===== config.mk =====
export PLATFORM = sky130hd
export DESIGN_NAME = fir_mac_sequencer_flat
export DESIGN_NICKNAME = d
export VERILOG_FILES = /design/src/rtl/fir_ctrl_pkg.sv /design/src/rtl/fir_mac_sequencer_if.sv /design/src/rtl/fir_mac.sv /design/src/rtl/fir_mac_sequencer.sv /design/src/flat_wrapper.sv
export SDC_FILE = /design/constraint.sdc
export NUM_CORES = 1
export LEC_CHECK = 0
export ABC_AREA = 1
export CORE_MARGIN = 2
export CORE_UTILIZATION = 56
export DETAILED_ROUTE_END_ITERATION = 16
export GPL_TIMING_DRIVEN = 1
export PLACE_DENSITY = 0.81
export SLEW_MARGIN = 20
export SYNTH_ARGS = -nofsm -noshare
export SYNTH_HDL_FRONTEND = slang
export SYNTH_SLANG_ARGS = --single-unit

===== constraint.sdc =====
create_clock -name clk -period 11.25 [get_ports clk]
set_input_delay 3.375 -clock clk [delete_from_list [all_inputs] [get_ports clk]]
set_output_delay 3.375 -clock clk [all_outputs]
set_load 0.01 [all_outputs]

===== src/rtl/fir_ctrl_pkg.sv =====
// Shared types and helpers for the time-multiplexed FIR sequencer.
// Holds the FSM state enum, accumulator width derivation and saturation.
package fir_ctrl_pkg;

    typedef enum logic [1:0] {
        IDLE,
        MAC,
        OUT
    } state_t;

    // Full-precision product plus log2(N) guard bits for the tap sum.
    function automatic int acc_w(input int width, input int n);
        return 2 * width + $clog2(n);
    endfunction

    // Clamp to the signed range of a width-bit word; caller keeps the
    // low width bits of the result.
    function automatic logic signed [63:0] sat_w(
        input logic signed [63:0] v,
        input int                 width
    );
        logic signed [63:0] hi;
        logic signed [63:0] lo;
        hi = (64'sd1 <<< (width - 1)) - 64'sd1;
        lo = -(64'sd1 <<< (width - 1));
        if (v > hi) return hi;
        if (v < lo) return lo;
        return v;
    endfunction

endpackage


===== src/rtl/fir_mac_sequencer_if.sv =====
// Sample/result handshake and coefficient bus for fir_mac_sequencer.
// master: source/consumer side; slave: the sequencer.
interface fir_mac_sequencer_if #(
    parameter int WIDTH = 16,
    parameter int N     = 4
);
    localparam int AW = $clog2(N);

    logic                    in_valid;
    logic                    in_ready;
    logic signed [WIDTH-1:0] Xn;
    logic                    out_valid;
    logic signed [WIDTH-1:0] Yn;
    logic                    coef_we;
    logic [AW-1:0]           coef_addr;
    logic signed [WIDTH-1:0] coef_data;
    logic                    coef_err;
    logic                    busy;

    modport master (
        output in_valid, Xn, coef_we, coef_addr, coef_data,
        input  in_ready, out_valid, Yn, coef_err, busy
    );

    modport slave (
        input  in_valid, Xn, coef_we, coef_addr, coef_data,
        output in_ready, out_valid, Yn, coef_err, busy
    );

endinterface


===== src/rtl/fir_mac.sv =====
// Shared signed multiply-accumulate unit.
// Ports: clr zeroes the sum, en adds a*b; acc is the sum including this cycle's product.
module fir_mac #(
    parameter int WIDTH = 16,
    parameter int ACC_W = 34
) (
    input  logic                    clk,
    input  logic                    rst_n,
    input  logic                    clr,
    input  logic                    en,
    input  logic signed [WIDTH-1:0] a,
    input  logic signed [WIDTH-1:0] b,
    output logic signed [ACC_W-1:0] acc
);
    logic signed [2*WIDTH-1:0] prod;
    logic signed [ACC_W-1:0]   prod_x;
    logic signed [ACC_W-1:0]   acc_q;

    assign prod   = a * b;
    assign prod_x = ACC_W'(prod);
    // Exposing the running sum lets the last tap be scaled on its own edge.
    assign acc    = acc_q + (en ? prod_x : '0);

    always_ff @(posedge clk or negedge rst_n) begin
        if (!rst_n) begin
            acc_q <= '0;
        end else if (clr) begin
            acc_q <= '0;
        end else if (en) begin
            acc_q <= acc;
        end
    end

endmodule


===== src/rtl/fir_mac_sequencer.sv =====
// Time-multiplexed N-tap FIR: one MAC swept over a sample ring buffer.
// Ports: clk, rst_n, bus (slave: Xn in, Yn out, coefficient writes, busy).
module fir_mac_sequencer
    import fir_ctrl_pkg::*;
#(
    parameter int WIDTH = 16,
    parameter int N     = 4
) (
    input  logic                 clk,
    input  logic                 rst_n,
    fir_mac_sequencer_if.slave   bus
);
    localparam int ACC_W = acc_w(WIDTH, N);
    localparam int AW    = $clog2(N);
    localparam logic [AW-1:0] LAST = AW'(N - 1);
    localparam logic signed [WIDTH-1:0] C_ONE = {1'b0, {(WIDTH-1){1'b1}}};

    state_t                  state;
    logic [AW-1:0]           k;
    logic [AW-1:0]           wr_ptr;
    logic [AW-1:0]           wr_nxt;
    logic [AW-1:0]           rd_idx;
    logic                    rdy_q;
    logic                    ov_q;
    logic                    busy_q;
    logic                    err_q;
    logic signed [WIDTH-1:0] yn_q;
    logic signed [WIDTH-1:0] yn_d;
    logic signed [WIDTH-1:0] sbuf [N];
    logic signed [WIDTH-1:0] coef [N];
    logic                    accept;
    logic                    addr_ok;
    logic                    coef_ok;
    logic                    in_mac;
    logic signed [ACC_W-1:0] acc;
    logic signed [ACC_W-1:0] acc_sh;
    logic signed [63:0]      acc_x;

    assign bus.in_ready  = rst_n & rdy_q;
    assign bus.out_valid = ov_q;
    assign bus.Yn        = yn_q;
    assign bus.coef_err  = err_q;
    assign bus.busy      = busy_q;

    assign accept = bus.in_valid & bus.in_ready;
    assign in_mac = (state == MAC);

    generate
        if ((1 << AW) == N) begin : g_addr_p2
            assign addr_ok = 1'b1;
        end else begin : g_addr_np2
            assign addr_ok = int'(bus.coef_addr) < N;
        end
    endgenerate

    assign coef_ok = bus.coef_we & addr_ok & ~in_mac;
    assign wr_nxt  = (wr_ptr == LAST) ? '0 : wr_ptr + 1'b1;

    // Tap k reads the sample k steps older than the newest one.
    always_comb begin : rd_index
        int t;
        t = int'(wr_ptr) - int'(k);
        if (t < 0) t = t + N;
        rd_idx = AW'(t);
    end

    fir_mac #(
        .WIDTH (WIDTH),
        .ACC_W (ACC_W)
    ) u_mac (
        .clk   (clk),
        .rst_n (rst_n),
        .clr   (accept),
        .en    (in_mac),
        .a     (coef[k]),
        .b     (sbuf[rd_idx]),
        .acc   (acc)
    );

    assign acc_sh = acc >>> (WIDTH - 1);
    assign acc_x  = 64'(acc_sh);
    assign yn_d   = WIDTH'(sat_w(acc_x, WIDTH));

    always_ff @(posedge clk or negedge rst_n) begin
        if (!rst_n) begin
            for (int i = 0; i < N; i++) begin
                sbuf[i] <= '0;
                coef[i] <= (i == 0) ? C_ONE : '0;
            end
        end else begin
            if (accept) sbuf[wr_nxt] <= bus.Xn;
            if (coef_ok) coef[bus.coef_addr] <= bus.coef_data;
        end
    end

    always_ff @(posedge clk or negedge rst_n) begin
        if (!rst_n) begin
            state  <= IDLE;
            k      <= '0;
            wr_ptr <= LAST;
            rdy_q  <= 1'b1;
            ov_q   <= 1'b0;
            busy_q <= 1'b0;
            err_q  <= 1'b0;
            yn_q   <= '0;
        end else begin
            ov_q  <= 1'b0;
            err_q <= bus.coef_we & in_mac;
            unique case (state)
                IDLE, OUT: begin
                    if (accept) begin
                        state  <= MAC;
                        k      <= '0;
                        wr_ptr <= wr_nxt;
                        rdy_q  <= 1'b0;
                        busy_q <= 1'b1;
                    end else begin
                        state  <= IDLE;
                        rdy_q  <= 1'b1;
                        busy_q <= 1'b0;
                    end
                end
                MAC: begin
                    if (k == LAST) begin
                        state  <= OUT;
                        rdy_q  <= 1'b1;
                        busy_q <= 1'b0;
                        ov_q   <= 1'b1;
                        yn_q   <= yn_d;
                    end else begin
                        k <= k + 1'b1;
                    end
                end
                default: state <= IDLE;
            endcase
        end
    end

endmodule


===== src/flat_wrapper.sv =====
// flat-port wrapper written by rule: the top's interface ports become plain ports
module fir_mac_sequencer_flat import fir_ctrl_pkg::*;
#(
    parameter int WIDTH = 16,
    parameter int N     = 4
)
  (clk, rst_n, bus_in_valid, bus_Xn, bus_coef_we, bus_coef_addr, bus_coef_data, bus_in_ready, bus_out_valid, bus_Yn, bus_coef_err, bus_busy);
  fir_mac_sequencer_if #(.WIDTH(WIDTH), .N(N)) bus_i ();
  input  logic clk;
  input  logic rst_n;
  input wire logic [$bits(bus_i.in_valid)-1:0] bus_in_valid;
  input wire logic [$bits(bus_i.Xn)-1:0] bus_Xn;
  input wire logic [$bits(bus_i.coef_we)-1:0] bus_coef_we;
  input wire logic [$bits(bus_i.coef_addr)-1:0] bus_coef_addr;
  input wire logic [$bits(bus_i.coef_data)-1:0] bus_coef_data;
  output wire logic [$bits(bus_i.in_ready)-1:0] bus_in_ready;
  output wire logic [$bits(bus_i.out_valid)-1:0] bus_out_valid;
  output wire logic [$bits(bus_i.Yn)-1:0] bus_Yn;
  output wire logic [$bits(bus_i.coef_err)-1:0] bus_coef_err;
  output wire logic [$bits(bus_i.busy)-1:0] bus_busy;
  assign bus_i.in_valid = bus_in_valid;
  assign bus_i.Xn = bus_Xn;
  assign bus_i.coef_we = bus_coef_we;
  assign bus_i.coef_addr = bus_coef_addr;
  assign bus_i.coef_data = bus_coef_data;
  assign bus_in_ready = bus_i.in_ready;
  assign bus_out_valid = bus_i.out_valid;
  assign bus_Yn = bus_i.Yn;
  assign bus_coef_err = bus_i.coef_err;
  assign bus_busy = bus_i.busy;
  fir_mac_sequencer #(.WIDTH(WIDTH), .N(N)) u_core (.clk(clk), .rst_n(rst_n), .bus(bus_i));
endmodule

==> summary.rpt, run 1 <==
FLOW METRICS REPORT
----------------------------------------------------
[Setup path]
  Crit-path max FO ........................ 19
  Crit path required time ........................ 11,600 ps
  Type of the worst setup path ........................ flip-flop to flip-flop
  Crit path buffers/inverters ........................ 8
  Cell type with the highest occurrence count on the critical path ........................ sky130_fd_sc_hd__nand2_1
  Crit path depth ........................ 44

[Yosys]
  Post-Synthesis Net Count ........................ 3,066
  Area reported by Yosys stat ........................ 20,610 sq um
  Synthesized-area fraction occupied by xor and xnor cells ........................ 0.01020
  Share of flip-flops with an asynchronous set or reset after synthesis ........................ 1.000
  Synthesized-area fraction occupied by and/or/nand/nor cells ........................ 0.2261
  Number of standard cells reported by yosys ........................ 2,644
  Main area contributors after synthesis ........................ sky130_fd_sc_hd__fa_1 26%, sky130_fd_sc_hd__dfrtp_1 21%, sky130_fd_sc_hd__nand2_1 13%
  Area fraction in mux cells ........................ 0.01561
  Cell type contributing the most total cell area after synthesis ........................ sky130_fd_sc_hd__fa_1
  Most frequently used cell type in the post-synthesis netlist ........................ sky130_fd_sc_hd__nand2_1
  Yosys aoi share ........................ 0.08543
  Flip-flop cell with the highest count after synthesis ........................ sky130_fd_sc_hd__dfrtp_1
  Combined area of all synthesized cells ........................ 20,610 sq um

[Floorplanning]
  Y dimension of the die ........................ 195.8 um
  Area of the die ........................ 38,350 sq um
  Fp_density ........................ 0.5656
  Die width ........................ 195.8 um

[Final timing]
  Period minus WS final ........................ 10,280 ps
  Total Neg Setup Slack ........................ 0 ps
  Maximum clock rate ........................ 97.29 MHz
  Max_slew headroom ........................ 0.3178
  Share of the cycle needed by the critical path after routing ........................ 0.9136
  Final-layout worst hold slack ........................ 484.2 ps

[Cells and area]
  Area growth from synthesis to final layout ........................ 7.797%

[Place]
  Cell count after placement ........................ 3,114
  HPWL reported at the end of detailed placement ........................ 43,630 um

[Outcome]
  Run status ........................ complete, no violations

[Global route]
  First-pass GRT wire length ........................ 93,460 um

[Clocking]
  Later-pin clock latency in the skew report ........................ 460 ps
  Number of gates resized after CTS ........................ 0

[Min path]
  Cell depth of the worst min-delay path ........................ 2

[Run]
  OpenROAD warning count ........................ 31

----------------------------------------------------
## run 1: metal layers
layer	GRT usage	share of wire	vias to the layer above
li1	-	-	8104
met1	0.4366	0.43	8398
met2	0.4860	0.45	659
met3	0.06378	0.085	109
met4	0.1016	0.030	0
met5	0	0	-
## run 1: flip-flops by register name, indices dropped and copies added (netlist names)
signal                flops
u_core.k                  2
u_core.sbuf              64
u_core.bus.Yn            16
u_core.bus.out_valid      1
u_core.u_mac.acc_q       34
u_core.bus.busy           1
u_core.rdy_q              1
u_core.bus.coef_err       1
u_core.wr_ptr             2
u_core.coef              64
u_core.state              2
## run 1: metrics by stage
stage	area, sq um
after floorplan	20610
after global placement	21590
after detailed placement	21590
after CTS	22200
after global routing	22210
final	22210
## run 1: area by class of cell
cell class	instances	share of cell area
clock buffer	19	0.01949
clock inverter	13	0.007830
multi-input combinational	1895	0.6188
tap	468	0.02636
timing repair buffer	76	0.03245
inverter	487	0.08230
sequential	188	0.2128
## run 1: cells by family (layout without fill, tap and decap cells)
family	Yosys count	in the layout
flip-flops	188	188
buffers and inverters	561	595
multiplexers	32	32
XOR/XNOR	24	24
AND/OR/NAND/NOR	1144	1144
adder cells (fa/ha/maj)	384	384
AND-OR/OR-AND	311	311
## run 1: layout by cell type, fill, tap and decap left out, drive strengths merged, types with 3 or more instances in the layout
master / netlist / layout
o31ai: 4 / 4
fa: 263 / 263
mux2i: 31 / 31
nor3: 10 / 10
clkinv: 13 / 19
a32oi: 15 / 15
nor4: 4 / 4
dfrtp: 170 / 170
clkdlybuf4s50: 0 / 56
a21o: 7 / 7
nand2: 733 / 733
clkbuf: 48 / 20
o21ai: 188 / 188
ha: 121 / 121
nand3b: 4 / 4
xnor2: 7 / 7
inv: 474 / 480
dfstp: 18 / 18
o21bai: 7 / 7
or2: 45 / 45
and3: 3 / 3
buf: 26 / 19
nand3: 78 / 78
a21oi: 81 / 81
nor2: 261 / 261
nand4: 5 / 5
xor2: 17 / 17
## run 1: final timing paths
path,startpoint,endpoint
max,u_core.wr_ptr[0]$_DFFE_PN1P_,u_core.bus.Yn[4]$_DFFE_PN0P_
min,u_core.bus.busy$_DFFE_PN0P_,u_core.bus.busy$_DFFE_PN0P_
max reg2reg,u_core.wr_ptr[0]$_DFFE_PN1P_,u_core.bus.Yn[4]$_DFFE_PN0P_
min reg2reg,u_core.bus.busy$_DFFE_PN0P_,u_core.bus.busy$_DFFE_PN0P_
max in group asynchronous,rst_n,u_core.u_mac.acc_q[27]$_DFFE_PN0P_
min in group asynchronous,rst_n,u_core.sbuf[26]$_DFFE_PN0P_
Run 1, the metal 1 layer:
Supply wires on this layer in grey.
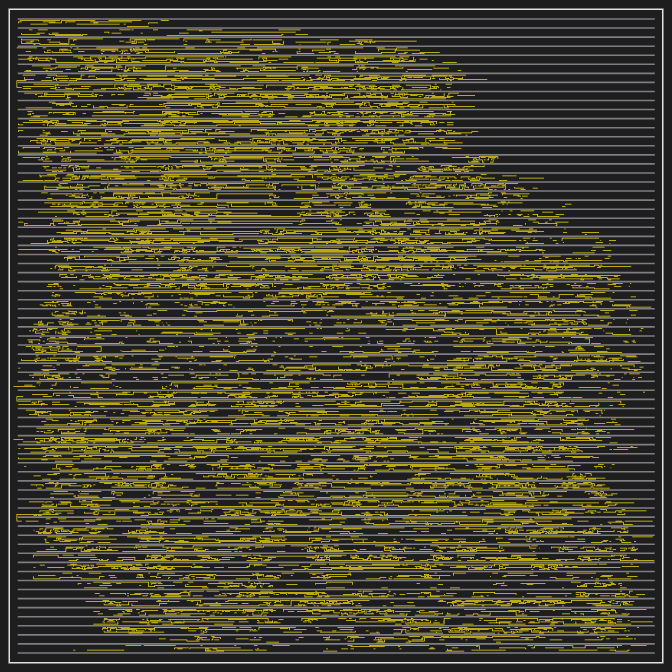
wire length on this layer	24.2 mm
nets with wire on the layer	2,889
share of all routed wire	43%
longest straight run	62.1 um

Run 1, placement by cell class:
Scale bar: 50 um. Fill, decap, tap and diode cells in grey.
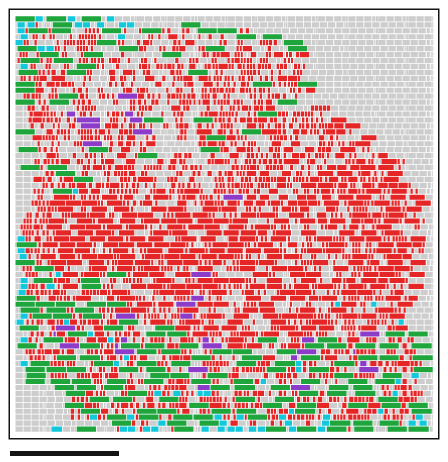
colour	class	cells	share of their area
red	remaining logic cells	2,382	72%
green	registers	188	22%
cyan	remaining buffers and delay cells	76	3.3%
purple	clock drivers and dummy loads	32	2.8%

Run 1, placed standard cells:
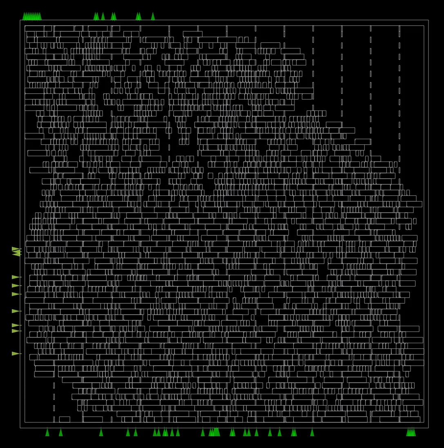
# fillers: 3,236
flip-flop and latch share of the layout cell area: 0.2128
core box area: 36,430 sq um

==> inputs of run 2 (changes only) <==
Settings changed: CTS_CLUSTER_DIAMETER set to 60, PLACE_DENSITY 0.81 to 0.73.
Run 2, routed metal per tile:
39 x 39 tiles, from black (low) to pale yellow (high), scaled to the fullest tile. Values are wire area over tile area, all layers added.
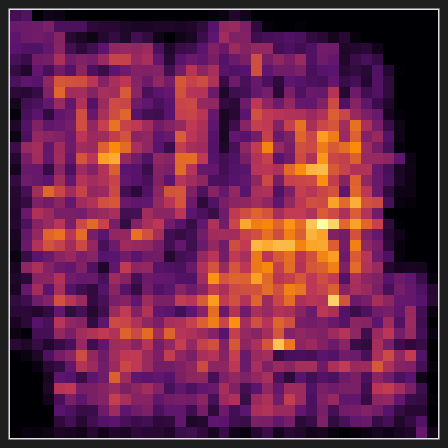
tiles over half the peak	17%
nearly empty tiles	10%
fullest tile	0.77
emptiest ninth of the die	north-east

==> summary.rpt, run 2 <==
FLOW METRICS REPORT
----------------------------------------------------
[Routing]
  Routed length on met2 ........................ 26,710 um (was 25,390 um)
  Routed met1 length ........................ 23,750 um (was 24,160 um)

[Yosys]
  Post-Synthesis Net Count ........................ 3,066 (unchanged)
  Cell type contributing the most total cell area after synthesis ........................ sky130_fd_sc_hd__fa_1 (unchanged)
  Number of standard cells reported by yosys ........................ 2,644 (unchanged)
  Main area contributors after synthesis ........................ sky130_fd_sc_hd__fa_1 26%, sky130_fd_sc_hd__dfrtp_1 21%, sky130_fd_sc_hd__nand2_1 13% (unchanged)

[Final timing]
  Maximum clock rate ........................ 94.83 MHz (was 97.29 MHz)
  Total Neg Setup Slack ........................ 0 ps (unchanged)
  Max_slew headroom ........................ 0.3047 (was 0.3178)
  Share of the cycle needed by the critical path after routing ........................ 0.9373 (was 0.9136)

[Cells and area]
  Most frequent logic cell in the layout ........................ sky130_fd_sc_hd__nand2_1 (unchanged)
  # fillers ........................ 3,293 (was 3,236)
  Top cells excl fill/tap ........................ 725 x sky130_fd_sc_hd__nand2_1, 466 x sky130_fd_sc_hd__inv_1, 263 x sky130_fd_sc_hd__fa_1, 252 x sky130_fd_sc_hd__nor2_1, 184 x sky130_fd_sc_hd__o21ai_0 (was 724 x sky130_fd_sc_hd__nand2_1, 466 x sky130_fd_sc_hd__inv_1, 263 x sky130_fd_sc_hd__fa_1, 252 x sky130_fd_sc_hd__nor2_1, 184 x sky130_fd_sc_hd__o21ai_0)

[Floorplanning]
  Core box area ........................ 36,430 sq um (unchanged)
  Die width ........................ 195.8 um (unchanged)

[Setup path]
  Crit path required time ........................ 11,610 ps (was 11,600 ps)
  Cell type with the highest occurrence count on the critical path ........................ sky130_fd_sc_hd__nand2_1 (unchanged)

[Global route]
  First-pass GRT wire length ........................ 93,670 um (was 93,460 um)

[Clocking]
  Number of gates resized after CTS ........................ 0 (unchanged)

[Place]
  Post-place instance area ........................ 21,660 sq um (was 21,590 sq um)

[Outcome]
  Run status ........................ complete, no violations (unchanged)

----------------------------------------------------
[run 2: cell counts after synthesis]
Identical to the previous run, type by type.
[run 2: per-stage QoR]
step	setup WS, ps
floorplan	2866
global placement	896.1
detailed placement	869.9
CTS	835.0
global route	7.953
finish	704.9
[run 2: critical path, delay by kind of cell, from the launching register on]
kind / cells / cell delay [ps]
DFF: 1 / 750
buffers and inverters: 6 / 1220
AOI/OAI and AO/OA: 2 / 270
adders and majority gates: 9 / 4080
and+or+nand+nor: 27 / 4110
[run 2: kinds of logic (layout without fill, tap and decap cells)]
| group | count (synthesis) | count (layout) | share of synthesized area |
|---|---|---|---|
| and+or+nand+nor | 1144 | 1144 | 0.2261 |
| buffers and inverters | 561 | 605 | 0.1043 |
| adders and majority gates | 384 | 384 | 0.3290 |
| AOI/OAI and AO/OA | 311 | 311 | 0.08543 |
| DFF | 188 | 188 | 0.2294 |
| muxes | 32 | 32 | 0.01561 |
| xor gates and xnor gates | 24 | 24 | 0.01020 |
[run 2: final timing paths]
kind	start	end	slack (ps)	cells after the start
worst max-delay path	u_core.k[0]$_DFFE_PN0P_	u_core.bus.Yn[2]$_DFFE_PN0P_	700	44
worst min-delay path	u_core.coef[5]$_DFFE_PN0P_	u_core.coef[5]$_DFFE_PN0P_	480	2
worst max register to register	u_core.k[0]$_DFFE_PN0P_	u_core.bus.Yn[2]$_DFFE_PN0P_	700	44
worst min register to register	u_core.coef[5]$_DFFE_PN0P_	u_core.coef[5]$_DFFE_PN0P_	480	2
max in group asynchronous	rst_n	u_core.coef[28]$_DFFE_PN0P_	7170	2
min in group asynchronous	rst_n	u_core.sbuf[45]$_DFFE_PN0P_	2910	1
[run 2: area by class of cell]
class / count / share of cell area
Clock inverter: 13 / 0.005793
Clock buffer: 19 / 0.01991
Sequential cell: 188 / 0.2125
Timing Repair Buffer: 86 / 0.03560
Tap cell: 468 / 0.02632
Multi-Input combinational cell: 1895 / 0.6177
Inverter: 487 / 0.08217
[run 2: metal layers]
metal | track usage | up-vias
li1 | - | 8130
met5 | 0 | -
met2 | 0.5179 | 623
met4 | 0.1125 | 0
met1 | 0.4183 | 8455
met3 | 0.04951 | 124
==> inputs of run 3 (changes only) <==
Settings changed: CAP_MARGIN set to 20, CORE_MARGIN 2 to 3.
Run 3, placement by cell class:
Scale bar: 50 um. Fill, decap, tap and diode cells in grey.
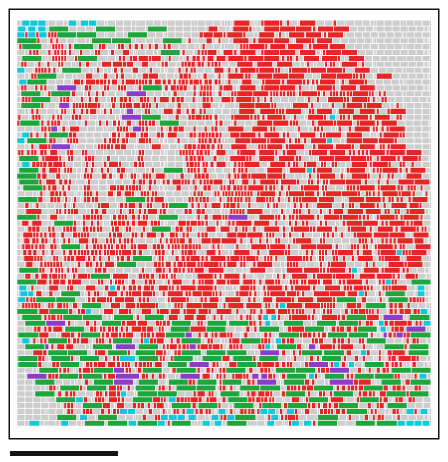
colour	class	cells	share of their area
red	remaining logic cells	2,382	72%
purple	clock drivers and dummy loads	32	2.8%
green	registers	188	22%
cyan	remaining buffers and delay cells	83	3.6%

==> summary.rpt, run 3 <==
FLOW METRICS REPORT
----------------------------------------------------
[Place]
  Final weighted congestion of routability-driven global placement ........................ 0.9780 (was 1.004)
  HPWL reported at the end of detailed placement ........................ 44,720 um (was 44,630 um)

[Setup path]
  Type of the worst setup path ........................ flip-flop to flip-flop (unchanged)
  Crit path required time ........................ 11,610 ps (about the same)
  Crit-path max FO ........................ 34 (was 19)
  Cell type with the highest occurrence count on the critical path ........................ sky130_fd_sc_hd__nand2_1 (unchanged)

[Cells and area]
  Most frequent logic cell in the layout ........................ sky130_fd_sc_hd__nand2_1 (unchanged)
  Top Registers ........................ u_core.coef x64, u_core.sbuf x64, u_core.u_mac.acc_q x34 (unchanged)
  Area growth from synthesis to final layout ........................ 8.058% (was 7.960%)
  Top cells excl fill/tap ........................ 724 x sky130_fd_sc_hd__nand2_1, 466 x sky130_fd_sc_hd__inv_1, 263 x sky130_fd_sc_hd__fa_1, 252 x sky130_fd_sc_hd__nor2_1, 184 x sky130_fd_sc_hd__o21ai_0 (was 725 x sky130_fd_sc_hd__nand2_1, 466 x sky130_fd_sc_hd__inv_1, 263 x sky130_fd_sc_hd__fa_1, 252 x sky130_fd_sc_hd__nor2_1, 184 x sky130_fd_sc_hd__o21ai_0)

[Floorplanning]
  Area of the die ........................ 39,130 sq um (was 38,350 sq um)
  Core box area ........................ 35,910 sq um (was 36,430 sq um)
  Die width ........................ 197.8 um (was 195.8 um)
  Fp_density ........................ 0.5738 (was 0.5656)

[Final timing]
  Maximum clock rate ........................ 96.08 MHz (was 94.83 MHz)
  Period minus WS final ........................ 10,410 ps (was 10,550 ps)
  Total Neg Setup Slack ........................ 0 ps (unchanged)
  Share of the cycle needed by the critical path after routing ........................ 0.9251 (was 0.9373)

[Outcome]
  Run status ........................ complete, no violations (unchanged)

[Clocking]
  Later-pin clock latency in the skew report ........................ 470 ps (about the same)
  Number of gates resized after CTS ........................ 0 (unchanged)

[Yosys]
  Area reported by Yosys stat ........................ 20,610 sq um (unchanged)
  Cell type contributing the most total cell area after synthesis ........................ sky130_fd_sc_hd__fa_1 (unchanged)
  Number of standard cells reported by yosys ........................ 2,644 (unchanged)
  Flip-flop cell with the highest count after synthesis ........................ sky130_fd_sc_hd__dfrtp_1 (unchanged)
  Post-Synthesis Net Count ........................ 3,066 (unchanged)
  Main area contributors after synthesis ........................ sky130_fd_sc_hd__fa_1 26%, sky130_fd_sc_hd__dfrtp_1 21%, sky130_fd_sc_hd__nand2_1 13% (unchanged)

[Run]
  OpenROAD warning count ........................ 31 (was 29)

[Global route]
  First-pass GRT wire length ........................ 93,740 um (was 93,670 um)

----------------------------------------------------
[run 3: cell counts after synthesis]
No cell type changed its count.
[run 3: per-layer routing]
metal  GRT usage  wire length [um]  vias up
li1            -                 -     8107
met1      0.4156             24510     8485
met2      0.5167             27540      590
met3     0.04730              3529      119
met4     0.09122              1607        2
met5           0                16        -
[run 3: logic make-up (layout without fill, tap and decap cells)]
kind of cell / count (synthesis) / in the layout / share of synthesized area
compound gates: 311 / 311 / 0.08543
xor+xnor: 24 / 24 / 0.01020
fa+ha+maj: 384 / 384 / 0.3290
buf+inv: 561 / 602 / 0.1043
flops: 188 / 188 / 0.2294
mux: 32 / 32 / 0.01561
simple gates: 1144 / 1144 / 0.2261
[run 3: worst paths after layout]
path | slack [ps] | endpoint | start | depth (start not counted)
setup reg to reg | 840 | u_core.bus.Yn[4]$_DFFE_PN0P_ | u_core.k[0]$_DFFE_PN0P_ | 40
hold / removal | 480 | u_core.coef[14]$_DFFE_PN0P_ | u_core.coef[14]$_DFFE_PN0P_ | 2
min in group asynchronous | 3020 | u_core.sbuf[13]$_DFFE_PN0P_ | rst_n | 1
setup / recovery | 840 | u_core.bus.Yn[4]$_DFFE_PN0P_ | u_core.k[0]$_DFFE_PN0P_ | 40
max in group asynchronous | 6940 | u_core.coef[27]$_DFFE_PN0P_ | rst_n | 2
hold reg to reg | 480 | u_core.coef[14]$_DFFE_PN0P_ | u_core.coef[14]$_DFFE_PN0P_ | 2
[run 3: final cells by class]
class / instances / area [sq um]
tap: 461 / 576.8
inverter: 487 / 1828
timing repair buffer: 83 / 785.8
multi-input combinational: 1895 / 13740
sequential: 188 / 4727
clock buffer: 19 / 452.9
clock inverter: 13 / 151.4
fill: 3249 / 13650
[run 3: metrics by stage]
| step | utilization | cells | setup slack (ps) | instance area, sq um |
|---|---|---|---|---|
| 2_1_floorplan | - | 2644 | 2866 | 20610 |
| 3_3_place_gp | 0.6027 | 3114 | 1140 | 21650 |
| 3_5_place_dp | 0.6028 | 3114 | 989.1 | 21650 |
| 4_1_cts | 0.6197 | 3146 | 936.4 | 22260 |
| 5_1_grt | 0.6200 | 3146 | 47.44 | 22270 |
| 6_report | 0.6200 | 3146 | 842.2 | 22270 |
[run 3: critical path: cells and delay by family (launching register included)]
kind            cells  cell delay, ps
buf+inv             7            1570
compound gates      3             950
simple gates       22            3520
flops               1             570
fa+ha+maj           8            3670
